`config.mk`:
```
export PLATFORM = sky130hd
export DESIGN_NAME = popcount_seq
export DESIGN_NICKNAME = d
export VERILOG_FILES = /design/src/rtl/popcount_seq.sv
export SDC_FILE = /design/constraint.sdc
export NUM_CORES = 1
export LEC_CHECK = 0
export CAP_MARGIN = 20
export CORE_UTILIZATION = 56
export CTS_CLUSTER_DIAMETER = 50
export DETAILED_ROUTE_END_ITERATION = 6
export PLACE_DENSITY = 0.81
export SYNTH_ARGS = -nofsm -noshare
export SYNTH_HDL_FRONTEND = slang
export SYNTH_SLANG_ARGS = --single-unit
export TNS_END_PERCENT = 10
```
`constraint.sdc`:
```
create_clock -name clk -period 5.4 [get_ports clk]
set_input_delay 0.81 -clock clk [delete_from_list [all_inputs] [get_ports clk]]
set_output_delay 0.81 -clock clk [all_outputs]
set_load 0.01 [all_outputs]
```
`src/rtl/popcount_seq.sv`:
```
// popcount_seq: counts ones (mode 0) or zeros (mode 1) of a DATA_W-bit word, CHUNK_W bits per cycle, valid/ready on both sides.
// Optional macro POPCNT_STATS_EN adds stat_words, a saturating count of delivered results.
module popcount_seq #(
  parameter int DATA_W  = 16,
  parameter int CHUNK_W = 4
) (
  input  logic                        clk,
  input  logic                        reset,
  input  logic                        in_valid,
  output logic                        in_ready,
  input  logic [DATA_W-1:0]           in_data,
  input  logic                        in_mode,
  output logic                        out_valid,
  input  logic                        out_ready,
  output logic [$clog2(DATA_W+1)-1:0] out_count,
  output logic                        busy
`ifdef POPCNT_STATS_EN
  ,
  output logic [15:0]                 stat_words
`endif
);

  localparam int NCHUNK = DATA_W / CHUNK_W;
  localparam int CNT_W  = $clog2(DATA_W + 1);
  localparam int IDX_W  = (NCHUNK > 1) ? $clog2(NCHUNK) : 1;
  localparam logic [IDX_W-1:0] LAST_IDX = IDX_W'(NCHUNK - 1);

  if ((CHUNK_W < 1) || (CHUNK_W > DATA_W)) begin : g_bad_chunk_range
    $error("popcount_seq: CHUNK_W must be in 1..DATA_W");
  end
  if ((DATA_W % CHUNK_W) != 0) begin : g_bad_chunk_div
    $error("popcount_seq: DATA_W must be a multiple of CHUNK_W");
  end

  typedef enum logic [1:0] {
    S_IDLE  = 2'd0,
    S_COUNT = 2'd1,
    S_DONE  = 2'd2
  } state_t;

  state_t             r_state;
  logic [DATA_W-1:0]  r_shreg;
  logic [CNT_W-1:0]   r_acc;
  logic [IDX_W-1:0]   r_idx;
  logic [CNT_W-1:0]   r_out_count;
  logic               r_out_valid;
  logic               r_in_ready;
  logic               r_busy;

  logic [CNT_W-1:0]   w_chunk_cnt;
  logic [CNT_W-1:0]   w_acc_next;
  logic               w_accept;
  logic               w_deliver;

  always_comb begin
    w_chunk_cnt = '0;
    for (int i = 0; i < CHUNK_W; i++) begin
      w_chunk_cnt = w_chunk_cnt + CNT_W'(r_shreg[i]);
    end
  end

  // acc never exceeds DATA_W, which CNT_W holds exactly.
  assign w_acc_next = r_acc + w_chunk_cnt;
  assign w_accept   = in_valid && r_in_ready;
  assign w_deliver  = r_out_valid && out_ready;

  always_ff @(posedge clk) begin
    if (reset) begin
      r_state     <= S_IDLE;
      r_shreg     <= '0;
      r_acc       <= '0;
      r_idx       <= '0;
      r_out_count <= '0;
      r_out_valid <= 1'b0;
      r_in_ready  <= 1'b1;
      r_busy      <= 1'b0;
    end else begin
      case (r_state)
        S_IDLE: begin
          if (w_accept) begin
            r_shreg    <= in_mode ? ~in_data : in_data;
            r_acc      <= '0;
            r_idx      <= '0;
            r_state    <= S_COUNT;
            r_in_ready <= 1'b0;
            r_busy     <= 1'b1;
          end
        end
        S_COUNT: begin
          r_acc   <= w_acc_next;
          r_shreg <= r_shreg >> CHUNK_W;
          r_idx   <= r_idx + 1'b1;
          if (r_idx == LAST_IDX) begin
            r_state     <= S_DONE;
            r_out_valid <= 1'b1;
            r_out_count <= w_acc_next;
          end
        end
        S_DONE: begin
          // in_ready stays low here, so a word offered alongside the result handshake waits a cycle.
          if (w_deliver) begin
            r_state     <= S_IDLE;
            r_out_valid <= 1'b0;
            r_in_ready  <= 1'b1;
            r_busy      <= 1'b0;
          end
        end
        default: begin
          r_state <= S_IDLE;
        end
      endcase
    end
  end

  assign in_ready  = r_in_ready;
  assign out_valid = r_out_valid;
  assign out_count = r_out_count;
  assign busy      = r_busy;

`ifdef POPCNT_STATS_EN
  logic [15:0] r_stat_words;

  always_ff @(posedge clk) begin
    if (reset) begin
      r_stat_words <= '0;
    end else if (w_deliver && (r_stat_words != 16'hFFFF)) begin
      r_stat_words <= r_stat_words + 16'd1;
    end
  end

  assign stat_words = r_stat_words;
`endif

endmodule

```
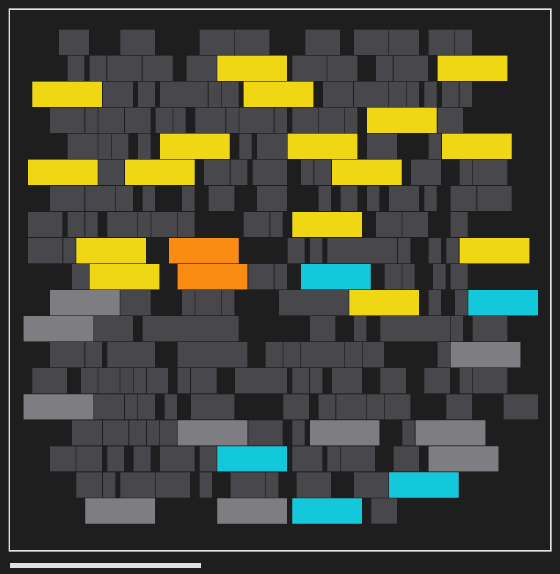
run_1/ff_map.png
Bar = 20 um. Other sequential cells in the stronger gray, the rest of the logic in the fainter gray.
- cyan: `r_acc` (flops 5)
- yellow: `r_shreg` (flops 16)
- orange: `r_idx` (flops 2)
Seq group: 0.273 mW
FF+latch area: 660.6 um^2
Layout Utilization: 0.7139
Seq area share: 0.3327

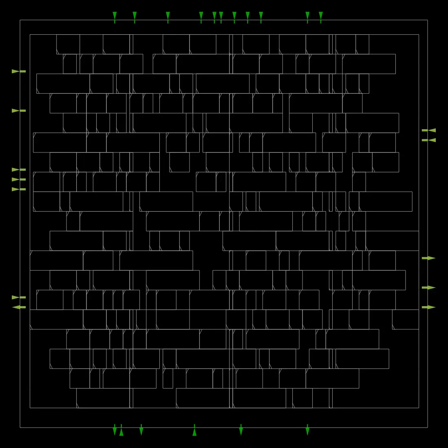
run_1/placed.png
tap cell count: 31
# rows: 19
FFs & Latches: 33
post-route insts no fill: 246
core area: 2781 um^2

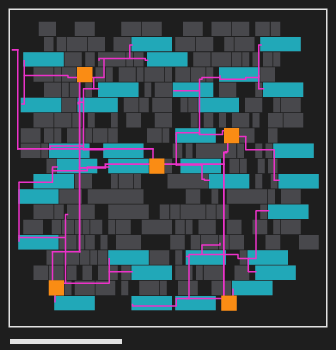
run_1/clock_wires.png
Bar = 20 um.
- cyan: flip-flops (count 33)
- orange: clock-net drivers (count 5)
- magenta: clock wires (length 424 um)
- flops lie: spread over the die
- routed clock nets: 6
Worst-Skew Late Latency: 340 ps
clock skew: 6.275 ps
clock-net power: 0.162 mW
Clk pwr share: 0.294

==> impl_metrics.py, run 1 <==
# Synthesis and PnR figures
metrics = {
    "global_route": {
        "grt_first_pass_wirelength_um": 5216,
        "antenna_found_initial": 0,
        "grtUsageTotal": 0.2131,
        "grt_max_degree": 35,
        "grt-ovfl-total": 0,
        "grt_pass1_vias": 1244,
    },
    "cts": {
        "cts.clk_slew.worst_paths_ps": 100,
        "cts.htree.levels": 2,
        "post_cts_buffers": 0,
        "cts_tree": "yes",
        "cts_sinks": 33,
        "clockBufferDepth": 2,
        "cts_buffers": 5,
        "cts_resized": 0,
        "ctsHoldBuffers": 0,
        "root_buffer": "clkbuf_4",
    },
    "synthesis": {
        "synth_top_cell_by_area": "dfxtp_1",
        "synth_area_um2": 1658,
        "fp_nets": 217,
        "ys_cells": 191,
        "syn_area_per_cell_um2": 8.680,
        "yosysSeqAreaShare": 0.3985,
        "synth_flop_count": 33,
        "synth_cell_types": 32,
        "netlist.area_leader.share": 0.3985,
        "ys_area_um2": 1658,
        "top_cells_by_area": "dfxtp_1 (40%), xnor2_1 (7.4%), a21oi_1 (7.2%)",
        "synthCells": 191,
        "yosysWarnings": 0,
    },
    "power": {
        "p_per_area_nw_per_um2": 276.9,
        "irDropWorstVdd_uv": 242.2,
        "leakage_nw": 0.7521,
        "power.total_mw": 0.5498,
    },
    "final_timing": {
        "holdWs_ps": 457.3,
        "rsz0062_at_grt": "no",
        "timing.fmax_mhz": 447.5,
        "slew_headroom": 0.4216,
        "min_period_over_period": 0.4138,
        "fin_ws_ps": 3166,
        "hold_violations": 0,
        "finalSetupViolations": 0,
        "tightest_slew_ps": 864.9,
        "maxSlewViolCount": 0,
        "final.setup.tns_ps": 0,
        "min_period_ps": 2234,
    },
    "setup_path": {
        "endpoint_kind": "register",
        "cp.arrival_ps": 2450,
        "start_kind": "register",
        "crit_type": "reg -> reg",
        "crit_required_ps": 5620,
        "crit_fanout": 4,
    },
    "floorplan": {
        "die_y_um": 56.41,
        "io_pins": 29,
        "fp.dieW_um": 56.41,
        "die_area_um2": 3182,
        "initCoreUtil": 0.5960,
    },
    "final_layout": {
        "fin_nets": 240,
        "drive_above_1_share": 0.06512,
        "final_area_um2": 1986,
        "area.growth.synth_to_final_pct": 19.77,
        "num_antenna_cells": 0,
    },
    "run": {
        "drv_cap": 0,
        "warnings": 26,
    },
    "placed_design": {
        "dp_slack_ps": 2835,
        "io_buffers": 28,
        "globalplace.congestion": 0.7870,
        "place_area_um2": 1901,
        "dp_hpwl_um": 2150,
        "placed_cells": 237,
    },
    "routing": {
        "routedWlPerCell_um": 12.62,
        "vias": 1385,
        "routed_wl_um": 3104,
        "drc_errors": 0,
        "postRouteAntennaNets": 0,
        "vias_per_cell": 5.630,
        "initialDrtViolationCount": 30,
        "firstDrtPassIters": 4,
    },
    "outcome": {
        "status": "finished, final reports clean",
    },
    "hold_path": {
        "worstHoldPathType": "reg -> reg",
    },
}
run 1: critical path, cell delays in order (launching register included):
cell and delay (ps):
dfxtp_1 350, fa_1 530, inv_1 50, fa_1 370, inv_1 80, fa_1 240, nand3_1 120, xnor2_1 160
a22oi_1 160, nor2_1 60
run 1: power by group:
group,switching [mW],internal (mW)
Combinational,0.0599,0.0553
Sequential,0.0117,0.261
Clock,0.0864,0.0754
run 1: layout make-up:
cell class / count / area, um^2
clock buffer: 7 / 65.06
clock inverter: 1 / 5.005
fill: 221 / 795.8
inverter: 7 / 26.28
multi-input combinational: 137 / 867.1
sequential: 33 / 660.6
tap: 31 / 38.79
timing repair buffer: 30 / 322.8
run 1: routing by layer:
layer	vias to the layer above	part of all wire	track usage
met3	8	0.040	0.04839
met4	0	0.024	0.1394
li1	691	-	-
met5	-	0	0
met2	27	0.49	0.3180
met1	659	0.44	0.2755
run 1: logic make-up after synthesis:
kind of cell / synth area share
compound gates: 0.1917
xor+xnor: 0.1004
fa+ha+maj: 0.05132
buf+inv: 0.07849
flops: 0.3985
mux: 0.01208
simple gates: 0.1676
run 1: Yosys cell counts, drive strengths merged:
library cell   n
a211oi         4
a21oi         25
a22oi          3
a41oi          1
and3           1
buf           10
clkbuf         4
dfxtp         33
fa             3
ha             2
inv            7
mux2i          2
nand2         29
nand2b         1
nand3          5
nand3b         1
nor2          18
nor2b          1
nor3           2
nor3b          1
o211ai        12
o21ai          3
o21bai         2
o31ai          1
or2            1
xnor2         14
xor2           5
run 1: final timing paths:
path / start / endpoint / slack, ps / depth (start not counted)
max: r_shreg[0] / r_acc[4] / 3170 / 9
min: r_shreg[2] / r_shreg[2] / 460 / 2
max reg2reg: r_shreg[0] / r_acc[4] / 3170 / 9
min reg2reg: r_shreg[2] / r_shreg[2] / 460 / 2
run 1: state kept, by name (all words and copies together) (netlist names):
signal     count
r_idx          2
r_shreg       16
in_ready       1
busy           1
r_acc          5
r_state        2
out_valid      1
out_count      5
run 1: cells in the final DEF, fill, tap and decap left out, types with 7 or more instances in the layout:
cell type,Yosys,final
nand2_1,29,29
xnor2_1,14,14
a21oi_1,24,24
dfxtp_1,33,33
o211ai_1,12,12
nor2_1,16,16
clkdlybuf4s50_1,0,28
inv_1,7,7
## Run 2: what changed since run 1
CORE_UTILIZATION = 47   (was 56)
PLACE_DENSITY = 0.72   (was 0.81)
clock period = 1.81 ns   (was 5.4 ns; I/O delays follow)
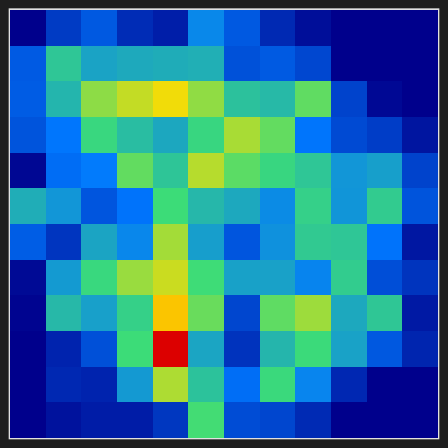
run_2/route_heat.png
The die is cut into 12 by 12 equal tiles; dark blue is low, red is high, scaled to the fullest tile. Values are wire area over tile area, all layers added.
- mean over tiles: 0.13
- emptiest ninth of the die: north-east
- nearly empty tiles: 13%
- tiles over half the peak: 16%
Vias: 1379
GRT Total Usage: 0.1892
drt wl/cell: 11.93 um

==> run 2 against run 1 <==
The flow now finishes with violations (negative setup slack). Global-route usage down 2.4 points. Clock power up 140%. Sequential share of layout area down 0.58 points. Register-to-register slack worse by 3400 ps. Via count down 0.43%. Wire length up 2.6%. Critical endpoint unchanged. Largest cell class unchanged. Largest power group unchanged.
==> impl_metrics.py, run 2 <==
# Synthesis and PnR figures
metrics = {
    "outcome": {
        "status": "finished with violations",
        "violations": "negative setup slack",
    },
    "synthesis": {
        "synth_top_cell_by_area": "dfxtp_1",
        "ys_cells": 191,
        "ys_area_um2": 1658,
        "synthTopCellsByCount": "dfxtp_1 (33), nand2_1 (29), a21oi_1 (24)",
        "netlist.area_leader.share": 0.3985,
        "synthFlopType": "dfxtp_1",
        "top_cell": "dfxtp_1",
        "synth_cell_types": 32,
        "synth_flop_count": 33,
        "syn_area_per_cell_um2": 8.680,
        "yosysWarnings": 0,
        "top_cells_by_area": "dfxtp_1 (40%), xnor2_1 (7.4%), a21oi_1 (7.2%)",
        "synthCells": 191,
        "edf_count": 0,
        "yosysSeqAreaShare": 0.3985,
        "async_reset_ff_frac": 0,
        "synth_area_um2": 1658,
        "fp_nets": 217,
    },
    "floorplan": {
        "io_pins": 29,
        "die_area_um2": 3769,
        "initCoreUtil": 0.4929,
        "die_y_um": 61.39,
        "fp.dieW_um": 61.39,
        "rows": 21,
    },
    "final_layout": {
        "largest_reg_flops": 16,
        "num_antenna_cells": 0,
        "final_common_cell": "dfxtp_1",
        "lay_top_cells": "dfxtp_1 (32), nand2_1 (29), clkdlybuf4s50_1 (28)",
        "fin_nets": 246,
        "area.growth.synth_to_final_pct": 22.11,
        "regMostFlops": "r_shreg",
        "drive_above_1_share": 0.09955,
        "fin_cells": 267,
    },
    "power": {
        "internal_power_mw": 1.104,
        "seqPwrFrac": 0.523,
        "power.switching_mw": 0.4508,
        "leakage_nw": 0.7563,
        "clockPowerShare": 0.250,
        "power_frac_comb": 0.226,
        "p_per_area_nw_per_um2": 768.0,
        "p_sw_frac": 0.2899,
        "power.total_mw": 1.555,
        "irDropWorstVdd_uv": 547.7,
    },
    "setup_path": {
        "crit_fanout": 2,
        "start_kind": "register",
        "startpoint": "r_shreg[0]",
        "crit_type": "reg -> reg",
        "cp.arrival_ps": 2300,
        "r2r_cells": 9,
        "r2r_start": "r_shreg[0]",
        "crit_required_ps": 2030,
        "endpoint_kind": "register",
    },
    "run": {
        "warnings": 29,
        "drv_cap": 0,
    },
    "cts": {
        "clock_latency_ps": 330,
        "root_buffer": "clkbuf_4",
        "cts.htree.levels": 2,
        "ctsHoldBuffers": 0,
        "clockBufferDepth": 2,
        "cts_buffers": 5,
        "cts.clk_slew.worst_paths_ps": 100,
        "cts_sinks": 33,
        "cts_tree": "yes",
    },
    "final_timing": {
        "rsz0062_at_grt": "yes",
        "timing.fmax_mhz": 481.2,
        "fin_ws_ps": -268.3,
        "finalSetupViolations": 8,
        "slew_headroom": 0.6939,
        "hold_violations": 0,
        "worst_clock_skew_ps": 4.112,
        "maxSlewViolCount": 0,
        "min_period_over_period": 1.148,
        "min_period_ps": 2078,
        "tightest_slew_ps": 457.5,
    },
    "hold_path": {
        "hold_depth": 2,
        "hp-start": "r_shreg[12]",
        "worstHoldPathType": "reg -> reg",
    },
    "global_route": {
        "grt_pass1_vias": 1201,
        "grt-ovfl-total": 0,
        "antenna_found_initial": 0,
        "grt_max_degree": 29,
        "grt_first_pass_wirelength_um": 5140,
    },
    "routing": {
        "postRouteAntennaNets": 0,
        "routed_wl_um": 3184,
        "vias_per_cell": 5.165,
        "initialDrtViolationCount": 35,
        "drc_errors": 0,
        "firstDrtPassIters": 4,
    },
    "placed_design": {
        "globalplace.congestion": 0.8154,
        "io_buffers": 28,
        "placed_cells": 258,
        "dp_hpwl_um": 2281,
    },
}
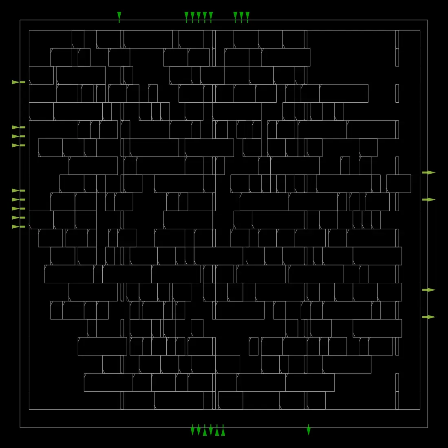
run_2/placed.png
FILL cells: 327
Layout Utilization: 0.6019
core area: 3363 um^2
Seq area share: 0.3269
tap cell count: 46

-- run 2: cell count changes in the layout (fill, tap and decap cells not counted), moves of 2 or more --
cell      delta
clkbuf_8     -2
buf_4        +7
fa_1         -2
clkbuf_1     +3
fa_2         +2
-- run 2: power by group through the flow --
stage,Sequential (mW),Clock (mW),Combinational [mW]
after CTS,0.814,0.406,0.351
final,0.813,0.389,0.352
after floorplan,0.825,0,0.258
after detailed placement,0.830,0,0.347
after global routing,0.821,0.439,0.395
after global placement,0.827,0,0.335
-- run 2: critical path, stage by stage, from the launching register on --
cell     delay, ps
dfxtp_2        340
fa_1           520
inv_1           50
fa_2           350
inv_2           70
fa_2           200
nand3_1         90
xnor2_1        150
a22oi_1        150
nor2_1          50
-- run 2: repair_timing --
action	4_1_cts	5_1_grt
gates resized	3	0
pin swaps	3	0
buffers inserted	0	1
setup endpoints to repair	8	9
-- run 2: cells by family after synthesis --
logic type,synth area share
AND-OR/OR-AND,0.1917
XOR/XNOR,0.1004
adder cells (fa/ha/maj),0.05132
buffers and inverters,0.07849
flip-flops,0.3985
multiplexers,0.01208
AND/OR/NAND/NOR,0.1676
-- run 2: cell type report --
class                      instances  area (um^2)  area share
inverter                           7        26.28     0.01298
multi-input combinational        137        877.1      0.4333
clock buffer                       8        48.80     0.02410
sequential                        33        661.9      0.3269
timing repair buffer              36        352.8      0.1743
tap                               46        57.56     0.02843
-- run 2: path summary, 6_finish.rpt --
path | end | slack [ps]
min | r_shreg[12] | 460
max | r_acc[4] | -270
min reg2reg | r_shreg[12] | 460
max reg2reg | r_acc[4] | -270
-- run 2: routing by layer --
layer	wire, um	track usage
met5	0	0
met4	61	0.08571
met3	106	0.06303
met2	1604	0.3183
met1	1413	0.2189
-- run 2: metrics by stage --
step | hold slack, ps | utilization | setup TNS [ps] | instance area, um^2 | setup WS (ps)
after floorplan | 431.9 | - | -925.9 | 1663 | -218.5
after global placement | 438.7 | 0.5833 | -1402 | 1962 | -228.5
after detailed placement | 447.5 | 0.5833 | -1706 | 1962 | -272.0
after CTS | 460.7 | 0.5997 | -1808 | 2017 | -274.4
after global routing | 473.0 | 0.6019 | -2760 | 2024 | -369.7
final | 457.3 | 0.6019 | -1763 | 2024 | -268.3
## Run 3: what changed since run 2
CAP_MARGIN = default   (was 20)
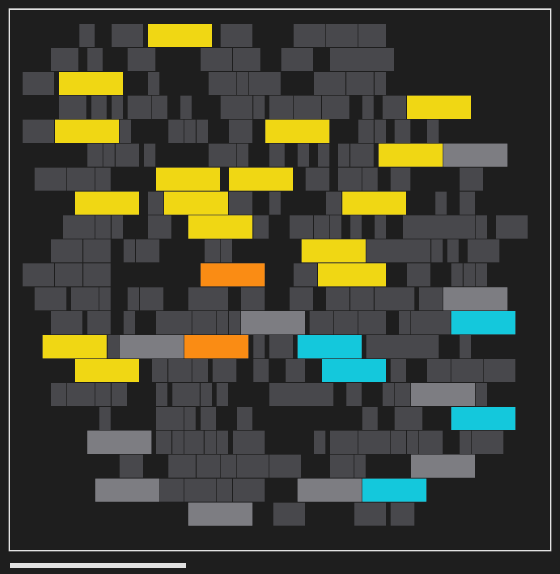
run_3/ff_map.png
Bar = 20 um. Other sequential cells in the stronger gray, the rest of the logic in the fainter gray.
- yellow: `r_shreg` (flops 16)
- cyan: `r_acc` (flops 5)
- orange: `r_idx` (flops 2)
FF+latch area: 661.9 um^2
Seq group: 0.813 mW

==> run 3 against run 2 <==
The flow still finishes with violations (negative setup slack). Combinational power about the same. Critical path depth unchanged. Highest routed layer unchanged. Critical path type unchanged. Synthesized cell count unchanged. Sequential share of layout area unchanged. Setup slack unchanged. Largest power group unchanged.
==> impl_metrics.py, run 3 <==
# Synthesis and PnR figures
metrics = {
    "outcome": {
        "status": "finished with violations",
        "violations": "negative setup slack",
    },
    "final_timing": {
        "rsz0062_at_grt": "yes",
        "final.setup.tns_ps": -1763,
        "tightest_slew_ps": 457.5,
        "min_period_ps": 2078,
        "finalSetupViolations": 8,
        "worst_clock_skew_ps": 4.112,
        "holdWs_ps": 457.3,
        "fin_ws_ps": -268.3,
        "min_period_over_period": 1.148,
        "hold_violations": 0,
        "maxSlewViolCount": 0,
    },
    "floorplan": {
        "rows": 21,
        "die_area_um2": 3769,
        "io_pins": 29,
        "fp.dieW_um": 61.39,
        "die_y_um": 61.39,
        "initCoreUtil": 0.4929,
    },
    "routing": {
        "vias": 1379,
        "routedWlPerCell_um": 11.93,
        "initialDrtViolationCount": 35,
        "routed_wl_um": 3184,
        "drt-met1-wl_um": 1413,
        "top_layer_used": "met4",
        "postRouteAntennaNets": 0,
        "dr_wl_met3_um": 106,
        "firstDrtPassIters": 4,
        "dr_wl_met2_um": 1604,
        "vias_per_cell": 5.165,
    },
    "hold_path": {
        "hold_depth": 2,
        "hp-start": "r_shreg[12]",
        "worstHoldPathType": "reg -> reg",
    },
    "run": {
        "drv_cap": 0,
    },
    "power": {
        "p_per_area_nw_per_um2": 768.0,
        "irDropWorstVdd_uv": 547.7,
        "power.total_mw": 1.555,
        "clockPowerShare": 0.250,
        "seqPwrFrac": 0.523,
        "internal_power_mw": 1.104,
        "leakage_nw": 0.7563,
        "power.switching_mw": 0.4508,
        "p_sw_frac": 0.2899,
    },
    "setup_path": {
        "r2r_start": "r_shreg[0]",
        "cp.arrival_ps": 2300,
        "endpoint_kind": "register",
        "crit_fanout": 2,
        "crit_required_ps": 2030,
        "cp_slowest_stage_delay_ps": 520,
        "startpoint": "r_shreg[0]",
        "start_kind": "register",
        "cpMostUsedCell": "fa_2",
        "slowest_stage": "fa_1",
        "path_cells": "fa_1, inv_1, fa_2, inv_2, fa_2, nand3_1, xnor2_1, a22oi_1, nor2_1",
        "r2r_cells": 9,
        "crit_type": "reg -> reg",
    },
    "cts": {
        "clockBufferDepth": 2,
        "cts_tree": "yes",
        "cts.clk_slew.worst_paths_ps": 100,
        "root_buffer": "clkbuf_4",
        "cts.htree.levels": 2,
        "cts_buffers": 5,
        "cts_sinks": 33,
        "ctsHoldBuffers": 0,
        "clock_latency_ps": 330,
    },
    "synthesis": {
        "synthCells": 191,
        "top_cells_by_area": "dfxtp_1 (40%), xnor2_1 (7.4%), a21oi_1 (7.2%)",
        "edf_count": 0,
        "synthTopCellsByCount": "dfxtp_1 (33), nand2_1 (29), a21oi_1 (24)",
        "synth_flop_count": 33,
        "synth_area_um2": 1658,
        "ys_area_um2": 1658,
        "yosysSeqAreaShare": 0.3985,
        "top_cell": "dfxtp_1",
        "synth_cell_types": 32,
        "async_reset_ff_frac": 0,
        "netlist.area_leader.share": 0.3985,
        "fp_nets": 217,
        "syn_area_per_cell_um2": 8.680,
        "synthFlopType": "dfxtp_1",
        "synth_top_cell_by_area": "dfxtp_1",
        "yosysWarnings": 0,
    },
    "global_route": {
        "grt_max_degree": 29,
        "grtUsageTotal": 0.1892,
        "grt-ovfl-total": 0,
        "antenna_found_initial": 0,
        "grt_pass1_vias": 1201,
        "grt_first_pass_wirelength_um": 5140,
    },
    "final_layout": {
        "fin_nets": 246,
        "lay_top_cells": "dfxtp_1 (32), nand2_1 (29), clkdlybuf4s50_1 (28)",
        "drive_above_1_share": 0.09955,
        "largest_reg_flops": 16,
        "combGateArea_um2": 877.1,
        "num_antenna_cells": 0,
        "final_core_util": 0.6019,
        "final_common_cell": "dfxtp_1",
        "regMostFlops": "r_shreg",
        "fillers": 327,
    },
    "placed_design": {
        "globalplace.congestion": 0.8154,
        "dp_hpwl_um": 2281,
        "io_buffers": 28,
    },
}
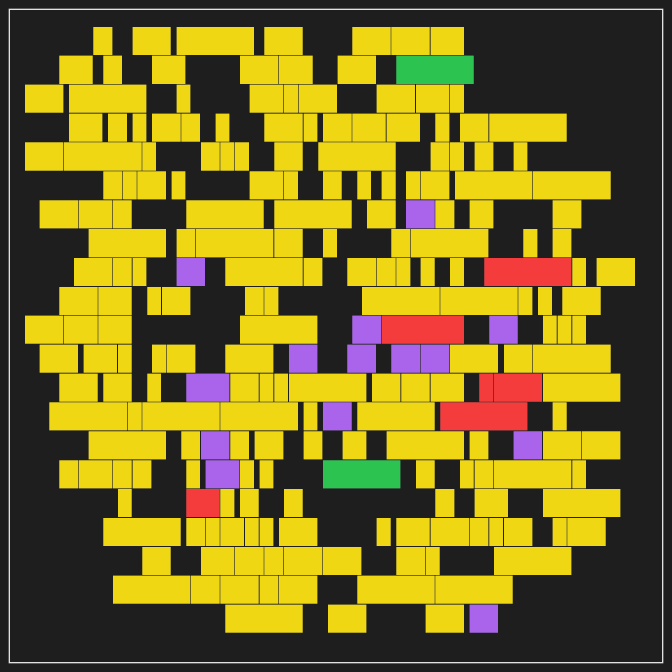
run_3/sizing.png
- purple: x3 and x4 (cells 14; share 6.3%)
- green: x6 and larger (cells 2; share 0.90%)
- yellow: x1 and smaller (cells 199; share 90%)
- red: x2 (cells 6; share 2.7%)
post-route cell area: 2024 um^2
Layout area overhead: 22.11%
post-route worst setup slack: -268.3 ps

[run 3: kinds of logic after synthesis]
group | count (synthesis) | share of synthesized area
xor+xnor | 19 | 0.1004
fa+ha+maj | 5 | 0.05132
compound gates | 51 | 0.1917
simple gates | 60 | 0.1676
buf+inv | 21 | 0.07849
mux | 2 | 0.01208
flops | 33 | 0.3985
[run 3: worst paths after layout]
check / endpoint / slack, ps
hold reg to reg: r_shreg[12] / 460
setup / recovery: r_acc[4] / -270
hold / removal: r_shreg[12] / 460
setup reg to reg: r_acc[4] / -270
[run 3: what timing repair did]
action                     in CTS  in global routing
pin swaps                       3                  0
setup endpoints to repair       8                  9
buffers inserted                0                  1
gates resized                   3                  0
[run 3: metal layers]
layer | vias to the layer above | GRT usage
met4 | 0 | 0.08571
met1 | 648 | 0.2189
met3 | 7 | 0.06303
met2 | 18 | 0.3183
li1 | 706 | -
met5 | - | 0
[run 3: power by group through the flow]
stage / combinational [mW] / clock (mW) / sequential, mW
global placement: 0.335 / 0 / 0.827
floorplan: 0.258 / 0 / 0.825
global route: 0.395 / 0.439 / 0.821
detailed placement: 0.347 / 0 / 0.830
finish: 0.352 / 0.389 / 0.813
CTS: 0.351 / 0.406 / 0.814
[run 3: cell type report]
class / instances / area share
Clock buffer: 8 / 0.02410
Timing Repair Buffer: 36 / 0.1743
Inverter: 7 / 0.01298
Multi-Input combinational cell: 137 / 0.4333
Sequential cell: 33 / 0.3269
Tap cell: 46 / 0.02843
[run 3: critical path, delay by kind of cell, from the launching register on]
| kind | cells | cell delay (ps) |
|---|---|---|
| simple gates | 2 | 140 |
| buf+inv | 2 | 120 |
| fa+ha+maj | 3 | 1070 |
| flops | 1 | 340 |
| compound gates | 1 | 150 |
| xor+xnor | 1 | 150 |
[run 3: through the flow]
step	setup WS (ps)	instance area, um^2	cells
finish	-268.3	2024	267
global route	-369.7	2024	267
CTS	-274.4	2017	266
detailed placement	-272.0	1962	258
global placement	-228.5	1962	258
floorplan	-218.5	1663	191
No activity file was given, so power comes from the tool's default toggle rates.
